cell_classes.png
Fill, decap, tap and diode cells in gray.
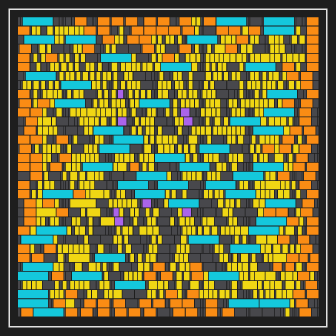
metal_stack.png
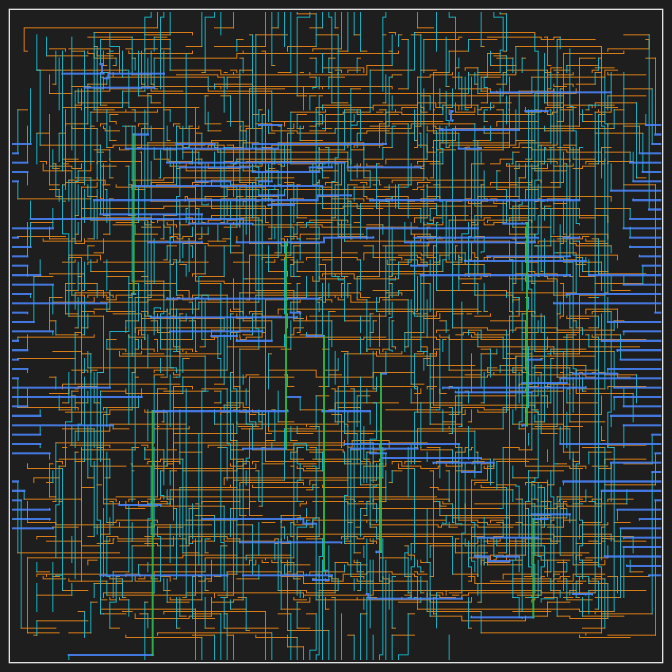
port_nets.png
The bar under the picture is 20 um long.
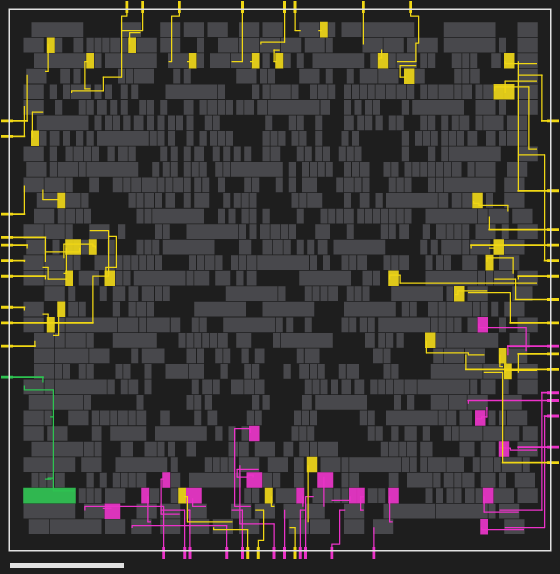
final_placement.png
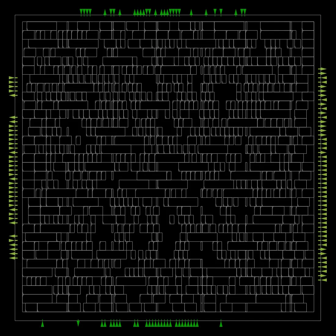
drive_strength.png
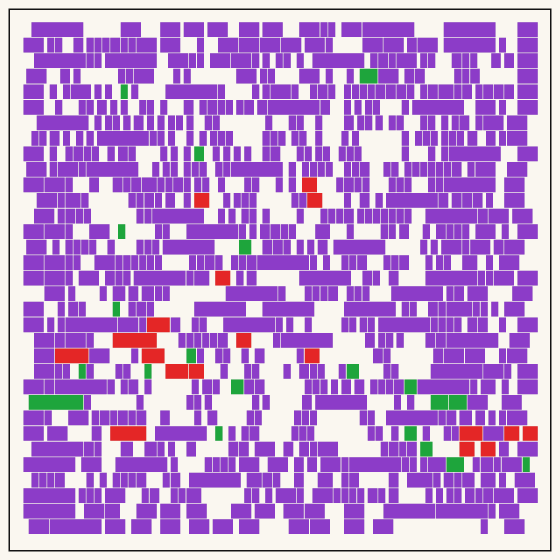
`config.mk`:
```
export PLATFORM = sky130hd
export DESIGN_NAME = addr_burst_sched_flat
export DESIGN_NICKNAME = d
export VERILOG_FILES = /design/src/rtl/addr_sched_pkg.sv /design/src/rtl/addr_burst_sched_if.sv /design/src/rtl/addr_burst_sched_rr_arb2.sv /design/src/rtl/addr_burst_sched.sv /design/src/flat_wrapper.sv
export SDC_FILE = /design/constraint.sdc
export NUM_CORES = 1
export LEC_CHECK = 0
export ABC_AREA = 1
export CORE_MARGIN = 2
export CORE_UTILIZATION = 52
export CTS_BUF_LIST = sky130_fd_sc_hd__clkbuf_4
export CTS_CLUSTER_SIZE = 20
export DETAILED_ROUTE_END_ITERATION = 12
export PLACE_DENSITY = 0.86
export SETUP_SLACK_MARGIN = 0.02
export SLEW_MARGIN = 0
export SYNTH_ARGS = -nofsm -noshare
export SYNTH_HDL_FRONTEND = slang
export SYNTH_SLANG_ARGS = --single-unit
```
`constraint.sdc`:
```
create_clock -name clk -period 4.4 [get_ports clk]
set_input_delay 0.44 -clock clk [delete_from_list [all_inputs] [get_ports clk]]
set_output_delay 0.44 -clock clk [all_outputs]
set_load 0.1 [all_outputs]
```
`src/rtl/addr_sched_pkg.sv`:
```
// Shared types and default parameters for the address burst scheduler.
package addr_sched_pkg;

  typedef enum logic {
    IDLE  = 1'b0,
    BURST = 1'b1
  } state_t;

  localparam logic [31:0] STRIDE_DEF = 32'h4;
  localparam int          LEN_W_DEF  = 16;

endpackage

```
`src/rtl/addr_burst_sched_if.sv`:
```
// Command and address-stream bundle between requesters and the burst scheduler.
// Handshake rule for every channel: a transfer happens on a rising edge where
// valid and ready are both high; valid never waits on ready, and payload is
// held stable by the sender while valid is high and ready is low.
interface addr_burst_sched_if #(
  parameter int LEN_W = addr_sched_pkg::LEN_W_DEF
);

  logic             S0_CMD_VALID;
  logic             S1_CMD_VALID;
  logic             S0_CMD_READY;
  logic             S1_CMD_READY;
  logic [31:0]      S0_CMD_BASE;
  logic [31:0]      S1_CMD_BASE;
  logic [LEN_W-1:0] S0_CMD_LEN;
  logic [LEN_W-1:0] S1_CMD_LEN;
  logic [31:0]      M0_AXIS_TDATA;
  logic             M0_AXIS_TVALID;
  logic             M0_AXIS_TREADY;
  logic             M0_AXIS_TLAST;
  logic             M0_AXIS_TUSER;
  logic [1:0]       DONE;
  logic             BUSY;

  // Scheduler side: accepts commands, drives the address stream.
  modport master (
    input  S0_CMD_VALID, S1_CMD_VALID, S0_CMD_BASE, S1_CMD_BASE,
    input  S0_CMD_LEN, S1_CMD_LEN, M0_AXIS_TREADY,
    output S0_CMD_READY, S1_CMD_READY, M0_AXIS_TDATA, M0_AXIS_TVALID,
    output M0_AXIS_TLAST, M0_AXIS_TUSER, DONE, BUSY
  );

  // Environment side: issues commands, consumes the address stream.
  modport slave (
    output S0_CMD_VALID, S1_CMD_VALID, S0_CMD_BASE, S1_CMD_BASE,
    output S0_CMD_LEN, S1_CMD_LEN, M0_AXIS_TREADY,
    input  S0_CMD_READY, S1_CMD_READY, M0_AXIS_TDATA, M0_AXIS_TVALID,
    input  M0_AXIS_TLAST, M0_AXIS_TUSER, DONE, BUSY
  );

endinterface

```
`src/rtl/addr_burst_sched_rr_arb2.sv`:
```
// Two-way round-robin arbiter; the pointer only moves when a burst completes.
module rr_arb2 (
  input  logic       clk,
  input  logic       rst,
  input  logic [1:0] req,
  input  logic       upd,
  input  logic       upd_id,
  output logic [1:0] grant
);

  logic last_served;

  // Resetting to "S1 served last" makes S0 win the first tie.
  always_ff @(posedge clk or posedge rst) begin
    if (rst) begin
      last_served <= 1'b1;
    end else if (upd) begin
      last_served <= upd_id;
    end
  end

  always_comb begin
    grant = req;
    if (req == 2'b11) begin
      grant = last_served ? 2'b01 : 2'b10;
    end
  end

endmodule

```
`src/rtl/addr_burst_sched.sv`:
```
// Accepts burst commands from two requesters and expands each into a stream
// of LEN+1 addresses spaced by STRIDE, one per accepted beat.
module addr_burst_sched
  import addr_sched_pkg::*;
#(
  parameter logic [31:0] STRIDE = STRIDE_DEF,
  parameter int          LEN_W  = LEN_W_DEF
) (
  input  logic                clk,
  input  logic                rst,
  addr_burst_sched_if.master  bus,
  output state_t              dbg_state
);

  localparam logic [LEN_W-1:0] LEN_ONE = {{(LEN_W-1){1'b0}}, 1'b1};

  state_t           state;
  state_t           state_nxt;
  logic [31:0]      addr_q;
  logic [LEN_W-1:0] rem_q;
  logic             id_q;
  logic [1:0]       done_q;
  logic [1:0]       req;
  logic [1:0]       grant;
  logic [1:0]       cmd_ready;
  logic             accept;
  logic             beat;
  logic             final_beat;

  assign req = {bus.S1_CMD_VALID, bus.S0_CMD_VALID};

  rr_arb2 u_arb (
    .clk    (clk),
    .rst    (rst),
    .req    (req),
    .upd    (final_beat),
    .upd_id (id_q),
    .grant  (grant)
  );

  always_ff @(posedge clk or posedge rst) begin
    if (rst) begin
      state <= IDLE;
    end else begin
      state <= state_nxt;
    end
  end

  always_comb begin
    state_nxt  = state;
    cmd_ready  = 2'b00;
    accept     = 1'b0;
    beat       = 1'b0;
    final_beat = 1'b0;
    case (state)
      IDLE: begin
        // Ready is gated by rst so nothing looks accepted while held in reset.
        if (!rst && (req != 2'b00)) begin
          cmd_ready = grant;
          accept    = 1'b1;
          state_nxt = BURST;
        end
      end
      BURST: begin
        if (bus.M0_AXIS_TREADY) begin
          beat = 1'b1;
          if (rem_q == '0) begin
            final_beat = 1'b1;
            state_nxt  = IDLE;
          end
        end
      end
      default: state_nxt = IDLE;
    endcase
  end

  // The address does not advance on the final beat, so TDATA keeps showing
  // the last emitted address while idle.
  always_ff @(posedge clk or posedge rst) begin
    if (rst) begin
      addr_q <= 32'h0;
      rem_q  <= '0;
      id_q   <= 1'b0;
      done_q <= 2'b00;
    end else begin
      done_q <= 2'b00;
      if (accept) begin
        addr_q <= grant[1] ? bus.S1_CMD_BASE : bus.S0_CMD_BASE;
        rem_q  <= grant[1] ? bus.S1_CMD_LEN : bus.S0_CMD_LEN;
        id_q   <= grant[1];
      end else if (beat) begin
        if (final_beat) begin
          done_q <= id_q ? 2'b10 : 2'b01;
        end else begin
          addr_q <= addr_q + STRIDE;
          rem_q  <= rem_q - LEN_ONE;
        end
      end
    end
  end

  assign bus.S0_CMD_READY   = cmd_ready[0];
  assign bus.S1_CMD_READY   = cmd_ready[1];
  assign bus.M0_AXIS_TVALID = (state == BURST);
  assign bus.M0_AXIS_TLAST  = (state == BURST) && (rem_q == '0);
  assign bus.M0_AXIS_TDATA  = addr_q;
  assign bus.M0_AXIS_TUSER  = id_q;
  assign bus.DONE           = done_q;
  assign bus.BUSY           = (state == BURST);
  assign dbg_state          = state;

endmodule

```
`src/flat_wrapper.sv`:
```
// flat-port wrapper written by rule: the top's interface ports become plain ports
module addr_burst_sched_flat import addr_sched_pkg::*;
#(
  parameter logic [31:0] STRIDE = STRIDE_DEF,
  parameter int          LEN_W  = LEN_W_DEF
)
  (clk, rst, dbg_state, bus_S0_CMD_VALID, bus_S1_CMD_VALID, bus_S0_CMD_BASE, bus_S1_CMD_BASE, bus_S0_CMD_LEN, bus_S1_CMD_LEN, bus_M0_AXIS_TREADY, bus_S0_CMD_READY, bus_S1_CMD_READY, bus_M0_AXIS_TDATA, bus_M0_AXIS_TVALID, bus_M0_AXIS_TLAST, bus_M0_AXIS_TUSER, bus_DONE, bus_BUSY);
  addr_burst_sched_if #(.LEN_W(LEN_W)) bus_i ();
  input  logic clk;
  input  logic rst;
  output state_t dbg_state;
  input wire logic [$bits(bus_i.S0_CMD_VALID)-1:0] bus_S0_CMD_VALID;
  input wire logic [$bits(bus_i.S1_CMD_VALID)-1:0] bus_S1_CMD_VALID;
  input wire logic [$bits(bus_i.S0_CMD_BASE)-1:0] bus_S0_CMD_BASE;
  input wire logic [$bits(bus_i.S1_CMD_BASE)-1:0] bus_S1_CMD_BASE;
  input wire logic [$bits(bus_i.S0_CMD_LEN)-1:0] bus_S0_CMD_LEN;
  input wire logic [$bits(bus_i.S1_CMD_LEN)-1:0] bus_S1_CMD_LEN;
  input wire logic [$bits(bus_i.M0_AXIS_TREADY)-1:0] bus_M0_AXIS_TREADY;
  output wire logic [$bits(bus_i.S0_CMD_READY)-1:0] bus_S0_CMD_READY;
  output wire logic [$bits(bus_i.S1_CMD_READY)-1:0] bus_S1_CMD_READY;
  output wire logic [$bits(bus_i.M0_AXIS_TDATA)-1:0] bus_M0_AXIS_TDATA;
  output wire logic [$bits(bus_i.M0_AXIS_TVALID)-1:0] bus_M0_AXIS_TVALID;
  output wire logic [$bits(bus_i.M0_AXIS_TLAST)-1:0] bus_M0_AXIS_TLAST;
  output wire logic [$bits(bus_i.M0_AXIS_TUSER)-1:0] bus_M0_AXIS_TUSER;
  output wire logic [$bits(bus_i.DONE)-1:0] bus_DONE;
  output wire logic [$bits(bus_i.BUSY)-1:0] bus_BUSY;
  assign bus_i.S0_CMD_VALID = bus_S0_CMD_VALID;
  assign bus_i.S1_CMD_VALID = bus_S1_CMD_VALID;
  assign bus_i.S0_CMD_BASE = bus_S0_CMD_BASE;
  assign bus_i.S1_CMD_BASE = bus_S1_CMD_BASE;
  assign bus_i.S0_CMD_LEN = bus_S0_CMD_LEN;
  assign bus_i.S1_CMD_LEN = bus_S1_CMD_LEN;
  assign bus_i.M0_AXIS_TREADY = bus_M0_AXIS_TREADY;
  assign bus_S0_CMD_READY = bus_i.S0_CMD_READY;
  assign bus_S1_CMD_READY = bus_i.S1_CMD_READY;
  assign bus_M0_AXIS_TDATA = bus_i.M0_AXIS_TDATA;
  assign bus_M0_AXIS_TVALID = bus_i.M0_AXIS_TVALID;
  assign bus_M0_AXIS_TLAST = bus_i.M0_AXIS_TLAST;
  assign bus_M0_AXIS_TUSER = bus_i.M0_AXIS_TUSER;
  assign bus_DONE = bus_i.DONE;
  assign bus_BUSY = bus_i.BUSY;
  addr_burst_sched #(.STRIDE(STRIDE), .LEN_W(LEN_W)) u_core (.clk(clk), .rst(rst), .bus(bus_i), .dbg_state(dbg_state));
endmodule
```
==> run summary <==
Notes on the flow run.

- The highest cell delay on the worst timing path is 1.15 ns, for reference.
- The number of maximum-capacitance constraint violations is 0, for reference.
- Summed over all layers, the global routing overflow is 0.
- Per the gpl log, the routability congestion estimate is 0.968.
- Summing all multiplexer cells gives an area fraction of 0%.
- The synthesized design contains 0 enable-type register cells.
- The finished design was reported to have a net count of 951.
- The yosys-reported design area after synthesis is 0.00426 mm^2, for reference.
- The number of different library cells in the post-synthesis netlist is 35, for reference.
- Counting both buffers and inverters, the worst setup path holds a total of 2.
- The main area contributors are dfrtp_1 (31%), nand2_1 (25%), nor2_1 (12%).
- The flow ran to the end, and the final reports show no timing, DRC or antenna violations.
- Setup violations remaining at the end of the flow were counted as 0.
- The via count of the first global-routing pass was 4,748.
- The commonest register cell after synthesis is dfrtp_1, for reference.
- The placement-stage cell area is roughly 0.0057 mm^2, for reference.
- The aoi/oai-family share of the synthesized area is 12.3%, for reference.
- The final-report max-slew violation count is 0, for reference.
- The H-tree depth is 2, for reference.
- Static timing analysis puts the maximum clock frequency at 286 MHz.
- The total clock sinks is 53, for reference.
- The area share of xor/xnor cells in the synthesized design is less than 1%, for reference.
- After synthesis, the mean cell area works out to 5.89 um^2.
- Buffers inserted to repair hold after CTS numbered 0.
- After synthesis the netlist holds a flip-flop and latch count of 53.
- The fraction of registers with async set/reset is 100%, for reference.
- The first routing iteration left 339 violations.
- The simple-gate portion of the synthesized area is 46.5%, for reference.
- The final antenna diode tally reported by the flow is 0.
- The transition time recorded at the tightest slew-check pin is ~1.1 ns.
- The share of the yosys chip area belonging to registers is 31.1%, for reference.
- Once detailed placement completed, the half-perimeter wirelength came to approximately 10 mm.
- The post-synthesis instance area is 0.00426 mm^2, for reference.
- The worst setup path is captured at an output port.
- The cell sequence reported for the critical path is inv_1 -> ha_1 -> nand3_1 -> nor3_1 -> and3_1 -> clkdlybuf4s50_1.
- The wire length of the first global-routing pass is 22.4 mm, for reference.
- Between the synthesized netlist and the finished layout, the area growth was recorded as 34.0%.
- STA puts the critical path data arrival time at approximately 3.1 ns.
- The number of placed instances, taps included is 946, for reference.
- The most critical hold endpoint after final layout shows a slack of 0.499 ns.
- The report shows a maximum critical-path fanout of 4.
- Hold-check failures listed in the final report amount to 0.
- The total routed wirelength is 13.9 mm, for reference.
- Setup repair after global routing left no endpoint under its margin.
- The wire length per cell is 14.6 um, for reference.
- In the CTS report, the clock slew at the register clock pins of the worst setup and hold paths is listed as 0.16 ns.
- The remaining design rule violation count is 0, for reference.
- The quantity of I/O buffers inserted on ports is 141, for reference.
- On the critical path the largest part of the delay comes from buffers and inverters.
- Total power normalized to cell area comes to approximately 520 mW/mm^2.
- The initial core utilization is 52.7%, for reference.
- The antenna violation net count after detailed routing is 0, for reference.
- The number of cells reported by Yosys stat comes to 724.
## Picture notes: cell_classes.png
clock drivers and dummy loads: drawn in purple, cells 8. flip-flops: drawn in cyan, cells 53. other buffers and delay cells: drawn in orange, cells 144. all other logic: drawn in yellow, cells 644.
area of the core: 0.00809 mm^2
register share of the cell area: 23.2%
post-layout instance area: 0.00571 mm^2
standard-cell row count: 33
core occupancy in the finished layout: 70.6%

## Picture notes: metal_stack.png
met1: drawn in orange, wire length 6,020 um. met2: drawn in cyan, wire length 6,440 um. met3: drawn in blue, wire length 1,250 um. met4: drawn in green, wire length 192 um.

## Picture notes: port_nets.png
`bus_S1_CMD_LEN`: drawn in magenta, direction input, edge 11 bottom, 5 right, end cells 16, buffers 16, wire 318 um. `bus_M0_AXIS_TUSER`: drawn in green, direction output, edge left, end cells 1, buffers 1, wire 35.4 um. `bus_S0_CMD_BASE`: drawn in yellow, direction input, edge 11 right, 10 left, 8 top, 3 bottom, end cells 32, buffers 32, wire 592 um.

## Picture notes: final_placement.png
number of tapcells: 105
layout filler cell count: 739
fin cells: 954

## Picture notes: drive_strength.png
drive 1 or less: drawn in purple, cells 811. drive 2: drawn in green, cells 20. drive 3 to 4: drawn in red, cells 18.

[worst paths after layout]
kind	start	to	slack (ns)	cells after the start
hold / removal	u_core.bus.M0_AXIS_TUSER$_DFFE_PP0P_	u_core.bus.DONE[0]$_DFF_PP0_	0.50	1
max in group asynchronous	rst	u_core.rem_q[10]$_DFFE_PP0P_	3.23	3
setup / recovery	u_core.rem_q[0]$_DFFE_PP0P_	bus_M0_AXIS_TLAST	0.90	6
setup reg to reg	u_core.rem_q[0]$_DFFE_PP0P_	u_core.rem_q[4]$_DFFE_PP0P_	1.83	9
min in group asynchronous	rst	u_core.rem_q[0]$_DFFE_PP0P_	0.66	3
hold reg to reg	u_core.bus.M0_AXIS_TUSER$_DFFE_PP0P_	u_core.bus.DONE[0]$_DFF_PP0_	0.50	1
[synth_stat cells (6+ instances only)]
cell type / count
a21oi_1: 17
inv_1: 55
inv_2: 6
nand3_1: 50
nor2_1: 133
nand2_1: 283
dfrtp_1: 52
o21ai_1: 16
o21ai_0: 43
buf_2: 15
[stage by stage]
stage | setup WS, ns | total power, uW | util (%)
floorplan | 1.40 | 2230 | -
global placement | 1.37 | 2690 | 69.9
detailed placement | 1.32 | 2720 | 69.9
CTS | 0.917 | 2950 | 70.6
global route | 0.783 | 3150 | 70.6
finish | 0.899 | 2950 | 70.6
[cell type report]
type | instances | area [um^2] | share of cell area (%)
Timing Repair Buffer | 144 | 1430 | 25.0
Inverter | 61 | 229 | 4.01
Multi-Input combinational cell | 583 | 2540 | 44.5
Clock buffer | 6 | 45.0 | 0.788
Sequential cell | 53 | 1330 | 23.2
Tap cell | 105 | 131 | 2.30
Clock inverter | 2 | 10.0 | 0.175
[flip-flops by register name, summed over array words and instances, names as in the netlist]
signal,count
u_core.bus.BUSY,1
u_core.bus.DONE,2
u_core.bus.M0_AXIS_TDATA,32
u_core.bus.M0_AXIS_TUSER,1
u_core.rem_q,16
u_core.u_arb.last_served,1
[metal layers]
layer,wire length [um],track usage (%)
met4,191,8.33
met5,0,0
met1,6020,43.4
met3,1250,4.47
met2,6440,53.3
[power by group]
group,switching [uW],total [uW],internal (uW)
registers,213,863,650
clock network,161,229,67.7
logic,1320,1860,539
[cells in the final DEF, fill, tap and decap left out, types with 3 or more instances in the layout]
cell type and instances:
inv_2 7, o21ai_2 4, buf_4 5, nand2_1 283
o21ai_0 43, dfrtp_1 52, nor2_2 3, nor2_4 3
a22oi_1 4, nor2_1 133, o211ai_1 4, o21ai_1 16
inv_1 54, clkbuf_4 6, o22ai_1 3, nand3_1 50
a21oi_1 17, clkdlybuf4s50_1 139
[kinds of logic after synthesis]
kind of cell	count (synthesis)
simple gates	486
buf+inv	88
xor+xnor	1
compound gates	94
flops	53
fa+ha+maj	2
Power is estimated from default activity; no workload was simulated.
